**src/rtl/perf_counter_bank_pkg.sv**
```systemverilog
// rtl/perf_counter_bank_pkg.sv - shared constants for the performance counter bank
//
// Purpose: overflow-policy encodings and dump FSM state encodings shared by
//          perf_counter_bank and perf_counter_channel.
// Ports:   none (package).
package perf_counter_bank_pkg;

    // Overflow policy selected by the SatMode parameter.
    localparam int SAT_WRAP = 0;
    localparam int SAT_SAT  = 1;

    // Dump FSM state encodings.
    localparam logic [0:0] ST_IDLE = 1'b0;
    localparam logic [0:0] ST_DUMP = 1'b1;

endpackage

```
**src/rtl/perf_counter_channel.sv**
```systemverilog
// rtl/perf_counter_channel.sv - one event channel: live counter, shadow copy, sticky overflow
//
// Purpose: counts single-cycle increments with wrap or saturate policy,
//          captures the live value into a shadow register on snap.
// Ports:
//   clk, rst  - core clock, synchronous active-high reset
//   i_inc     - increment this cycle (already qualified by the global enable)
//   i_clr     - zero live counter and overflow flag
//   i_snap    - copy the pre-update live value into the shadow
//   o_live    - live counter value
//   o_shadow  - shadow counter value
//   o_ovf     - sticky overflow flag
module perf_counter_channel
    import perf_counter_bank_pkg::*;
#(
    parameter int CntBit  = 32,
    parameter int SatMode = SAT_WRAP
) (
    input  logic              clk,
    input  logic              rst,
    input  logic              i_inc,
    input  logic              i_clr,
    input  logic              i_snap,
    output logic [CntBit-1:0] o_live,
    output logic [CntBit-1:0] o_shadow,
    output logic              o_ovf
);

    logic [CntBit-1:0] r_live;
    logic [CntBit-1:0] r_shadow;
    logic              r_ovf;
    logic              w_all_ones;

    assign w_all_ones = &r_live;

    always_ff @(posedge clk) begin
        if (rst) begin
            r_live   <= '0;
            r_shadow <= '0;
            r_ovf    <= 1'b0;
        end else begin
            // Shadow takes the value before this cycle's increment or clear.
            if (i_snap) begin
                r_shadow <= r_live;
            end
            if (i_clr) begin
                r_live <= '0;
                r_ovf  <= 1'b0;
            end else if (i_inc) begin
                if (w_all_ones) begin
                    r_ovf <= 1'b1;
                    if (SatMode == SAT_SAT) begin
                        r_live <= r_live;
                    end else begin
                        r_live <= '0;
                    end
                end else begin
                    r_live <= r_live + 1'b1;
                end
            end
        end
    end

    assign o_live   = r_live;
    assign o_shadow = r_shadow;
    assign o_ovf    = r_ovf;

endmodule

```
**src/rtl/perf_counter_bank.sv**
```systemverilog
// rtl/perf_counter_bank.sv - bank of event counters with snapshot, random readout and serial dump
//
// Purpose: NumCh event counters with shadow snapshot, registered random
//          readout of live/shadow values and a ready/valid dump of all shadows.
// Ports:
//   clk, rst                 - core clock, synchronous active-high reset
//   en, evt                  - global count enable, per-channel event strobes
//   clr, snap                - clear live counters/ovf, snapshot live into shadows
//   sel, rd_shadow, rd_data  - readout select, source select, registered readout
//   ovf                      - sticky per-channel overflow flags
//   dump_start, dump_ready   - dump request, consumer accept
//   dump_valid, dump_data,
//   dump_idx, dump_last      - dump beat outputs
//   busy                     - dump in progress
module perf_counter_bank
    import perf_counter_bank_pkg::*;
#(
    parameter int NumCh   = 8,
    parameter int CntBit  = 32,
    parameter int SatMode = SAT_WRAP,
    localparam int SelW   = (NumCh > 1) ? $clog2(NumCh) : 1
) (
    input  logic              clk,
    input  logic              rst,
    input  logic              en,
    input  logic [NumCh-1:0]  evt,
    input  logic              clr,
    input  logic              snap,
    input  logic [SelW-1:0]   sel,
    input  logic              rd_shadow,
    output logic [CntBit-1:0] rd_data,
    output logic [NumCh-1:0]  ovf,
    input  logic              dump_start,
    input  logic              dump_ready,
    output logic              dump_valid,
    output logic [CntBit-1:0] dump_data,
    output logic [SelW-1:0]   dump_idx,
    output logic              dump_last,
    output logic              busy
);

    localparam logic [SelW:0]   NUM_CH_W = (SelW + 1)'(NumCh);
    localparam logic [SelW-1:0] LAST_IDX = SelW'(NumCh - 1);

    logic [CntBit-1:0] w_live   [NumCh];
    logic [CntBit-1:0] w_shadow [NumCh];
    logic [NumCh-1:0]  w_ovf;
    logic              w_snap;
    logic              w_dumping;
    logic              w_last;
    logic [CntBit-1:0] w_rd_mux;

    logic [0:0]        r_state;
    logic [SelW-1:0]   r_dump_idx;
    logic [CntBit-1:0] r_rd_data;

    // Shadows must not change under an in-flight dump.
    assign w_snap    = snap && !w_dumping;
    assign w_dumping = (r_state == ST_DUMP);
    assign w_last    = w_dumping && (r_dump_idx == LAST_IDX);

    for (genvar g = 0; g < NumCh; g++) begin : g_ch
        perf_counter_channel #(
            .CntBit  (CntBit),
            .SatMode (SatMode)
        ) u_ch (
            .clk      (clk),
            .rst      (rst),
            .i_inc    (en && evt[g]),
            .i_clr    (clr),
            .i_snap   (w_snap),
            .o_live   (w_live[g]),
            .o_shadow (w_shadow[g]),
            .o_ovf    (w_ovf[g])
        );
    end

    // Out-of-range selects (non power-of-two NumCh) read as zero.
    always_comb begin
        w_rd_mux = '0;
        if ({1'b0, sel} < NUM_CH_W) begin
            w_rd_mux = rd_shadow ? w_shadow[sel] : w_live[sel];
        end
    end

    always_ff @(posedge clk) begin
        if (rst) begin
            r_state    <= ST_IDLE;
            r_dump_idx <= '0;
            r_rd_data  <= '0;
        end else begin
            r_rd_data <= w_rd_mux;
            case (r_state)
                ST_IDLE: begin
                    if (dump_start) begin
                        r_state    <= ST_DUMP;
                        r_dump_idx <= '0;
                    end
                end
                ST_DUMP: begin
                    if (dump_ready) begin
                        if (w_last) begin
                            r_state    <= ST_IDLE;
                            r_dump_idx <= '0;
                        end else begin
                            r_dump_idx <= r_dump_idx + 1'b1;
                        end
                    end
                end
                default: begin
                    r_state    <= ST_IDLE;
                    r_dump_idx <= '0;
                end
            endcase
        end
    end

    assign rd_data    = r_rd_data;
    assign ovf        = w_ovf;
    assign dump_valid = w_dumping;
    assign dump_idx   = r_dump_idx;
    assign dump_last  = w_last;
    // Shadows are frozen while dumping, so a direct mux stays stable per beat.
    assign dump_data  = w_shadow[r_dump_idx];
    assign busy       = w_dumping;

endmodule

```
**config.mk**
```make
export PLATFORM = sky130hd
export DESIGN_NAME = perf_counter_bank
export DESIGN_NICKNAME = d
export VERILOG_FILES = /design/src/rtl/perf_counter_bank_pkg.sv /design/src/rtl/perf_counter_channel.sv /design/src/rtl/perf_counter_bank.sv
export SDC_FILE = /design/constraint.sdc
export NUM_CORES = 1
export LEC_CHECK = 0
export CORE_UTILIZATION = 60
export CTS_CLUSTER_DIAMETER = 40
export DETAILED_ROUTE_END_ITERATION = 6
export PLACE_DENSITY = 0.78
export SLEW_MARGIN = 20
export SYNTH_ARGS = -nofsm -noshare
export SYNTH_HDL_FRONTEND = slang
export SYNTH_SLANG_ARGS = --single-unit
```
**constraint.sdc**
```tcl
create_clock -name clk -period 4.38 [get_ports clk]
set_input_delay 1.095 -clock clk [delete_from_list [all_inputs] [get_ports clk]]
set_output_delay 1.095 -clock clk [all_outputs]
set_load 0.03 [all_outputs]
```
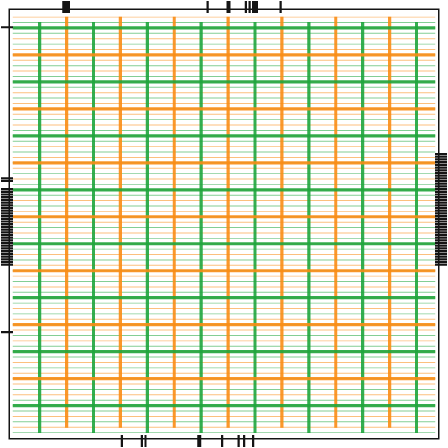
*PDN straps and rails*
Pins as bars on the die edge.
color	net
green	VSS
orange	VDD
met4 straps	15
rows	77
signal pins	97
met5 straps	15
met1 rails	78

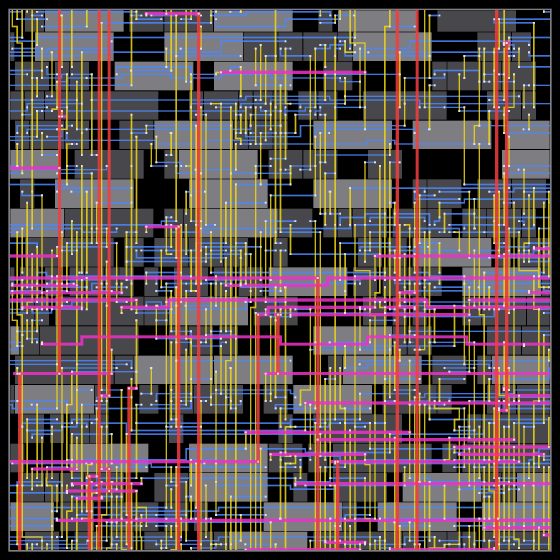
*A small window of the routed layout*
Window x 29 to 79, y 137 to 187 um. Cells in gray, sequential cells in the stronger gray; small squares are vias.
color	layer
magenta	metal 3
red	metal 4
yellow	metal 2
blue	metal 1
sequential cells in the window	40
netlist names of flops here include	`g_ch.u_ch.o_live` (32), `g_ch.u_ch.o_shadow` (8)
most frequent	dfxtp_1 (40), nor2_1 (31), nand2_1 (26)
cells with their middle in the window	208

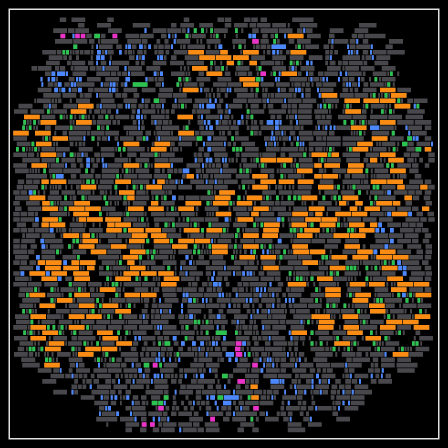
*Selected gate families*
color	family	cells
magenta	AND-OR and OR-AND gates	17
orange	multiplexers	259
green	inverting AOI/OAI gates	308
blue	NOR gates	391

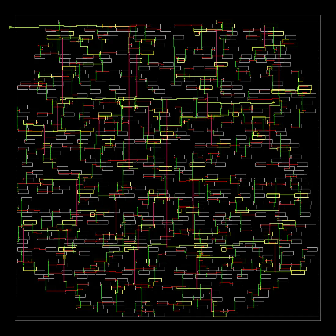
*Clock routing*
worst clock skew: 0.02009 ns
power in the clock group: 6.61 mW
Num CTS Buffers: 77

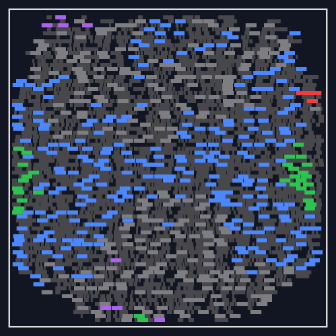
*Sequential cells colored by netlist name*
Other sequential cells in the stronger gray, the rest of the logic in the fainter gray.
color	netlist name	placed flops
purple	`g_ch.u_ch.o_ovf`	8
red	`dump_idx`	3
blue	`g_ch.u_ch.o_shadow`	256
green	`rd_data`	32
not colored	257

flip-flops by register name, summed over array words and instances (netlist names):
name,count
g_ch.u_ch.o_live,256
rd_data,32
g_ch.u_ch.o_shadow,256
dump_idx,3
g_ch.u_ch.o_ovf,8
busy,1
cell type report:
class	count	area, sq um
Timing Repair Buffer	154	1617
Multi-Input combinational cell	2138	15360
Sequential cell	556	11140
Clock buffer	92	2127
Fill cell	3199	12920
Clock inverter	50	623.1
Inverter	20	75.07
Tap cell	592	740.7
logic make-up after synthesis:
group,count (synthesis),synth area share
xor gates and xnor gates,223,0.07125
AOI/OAI and AO/OA,325,0.06408
muxes,259,0.1986
DFF,556,0.4060
buffers and inverters,225,0.03510
adders and majority gates,10,0.004564
and+or+nand+nor,1321,0.2204
synthesized netlist by cell type (all sizes together), types with 8 or more instances:
cell type	number
inv	20
a21oi	272
and3	38
or3	17
o21a	8
and4	29
ha	10
nand3	123
xnor2	91
dfxtp	556
buf	73
nor2	272
o21ai	24
nor3	47
xor2	132
nor4	34
clkbuf	132
nand2	600
and2	20
mux4	224
nor2b	35
nand4	90
mux2	34
per-stage QoR:
step	util	worst slack [ns]	hold slack, ns	cell area (sq um)
after CTS	0.7099	0.03858	0.4640	31670
after global placement	0.6482	0.5956	0.4476	28920
after floorplan	-	1.115	0.4416	27410
final	0.7103	0.2401	0.4642	31690
after detailed placement	0.6482	0.4645	0.4528	28920
after global routing	0.7103	0.1574	0.4837	31690
timing repair:
action,in CTS,in global routing
hold buffers,0,0
buffers inserted,0,1
setup endpoints to repair,0,4
critical path, cell delays in order (launching register included):
cell and delay [ns]:
dfxtp_4 0.65, buf_12 0.27, mux4_2 0.59, mux2_2 0.31
clkdlybuf4s50_1 0.61
==> results.txt <==
Summary of implementation figures.

Status
The flow ran to the end, and the final reports show no timing, DRC or antenna violations.

Min path
The endpoint with the worst hold slack is g_ch[1].u_ch.o_shadow[4]$_SDFFE_PP0P_. The worst hold path stage count is 2.

Yosys
The netlist area before placement is 27410 sq um. After synthesis, the share of flip-flops with an asynchronous set or reset is 0. The distinct cell type count of the synthesized netlist is 58. For this run, the leading register cell type out of synthesis is dfxtp_1.

The Yosys warning count is 0. The share of synthesized area in the top cell type comes to 0.4060.

Finish
The area overhead of the layout relative to synthesis is 15.58%. The finished layout holds 3602 standard cells, fillers aside. The final antenna diode count is 0. The most common library cell in the layout ignoring fill and taps is nand2_1. The layout summary lists the proportion of cells stronger than drive strength 1 as 0.1631.

Timing
The transition time at the pin with the least slew margin is 1.097 ns. In the final report, the number of pins over their slew limit comes to 0. Counting endpoints that fail hold in the final report gives 0. The final timing report derives a shortest allowable period of 4.140 ns. Across all checked pins, the minimum headroom to the slew limit is 0.2686.

Drt
Before antenna repair, the detailed router went through 5 iterations. The number of antenna-violating nets in the routed design is 0. The final route contains 23320 vias. After detailed routing, no signal wire sits above met5. The violation tally recorded at the end of detailed-routing iteration 0 is 3010. The final wirelength is 82850 um. The routed length per placed instance is 23.00 um.

Clocking
The number of resized instances in the post-cts repair step is 0. The clock tree has to reach 556 sinks. The registers of the reported paths see a clock transition of 0.06 ns. Looking at the clock tree report, the H-tree level count equals 3.

GRT
The total global routing track utilization is 0.3537. The number of global-route vias before repair is 22410. The first global-routing pass estimated 126800 um of wire. The met1 global-route usage is 0.4585.

The initial antenna violation count is 3. The met2 capacity usage during global routing is 0.5521.

Critical path
The required time of the worst setup path is 3.28 ns. The endpoint of the worst-slack reg-to-reg timing path is g_ch[5].u_ch.o_live[6]$_SDFFE_PP0P_. The most critical setup path has its endpoint at dump_data[3]. The category of the critical setup timing path is reg -> out.

The start of the worst register-to-register path is g_ch[5].u_ch.o_live[5]$_SDFFE_PP0P_.

Pwr
The combinational power share is 0.039. The power report attributes to the clock group a share of 0.543. Ranked by power, first place goes to the clock network. The power report attributes to the sequential group a share of 0.418. The cell area power density is 383.7 nW/um^2. The internal portion of the total power is 9.324 mW.

Run
In this run the tools logged warnings totalling 28.

Floorplanning
The total core area is 44610 sq um. After floorplanning, the core was divided into 77 placement rows.
Power figures rest on the tool's default switching activity, not on a simulated workload.
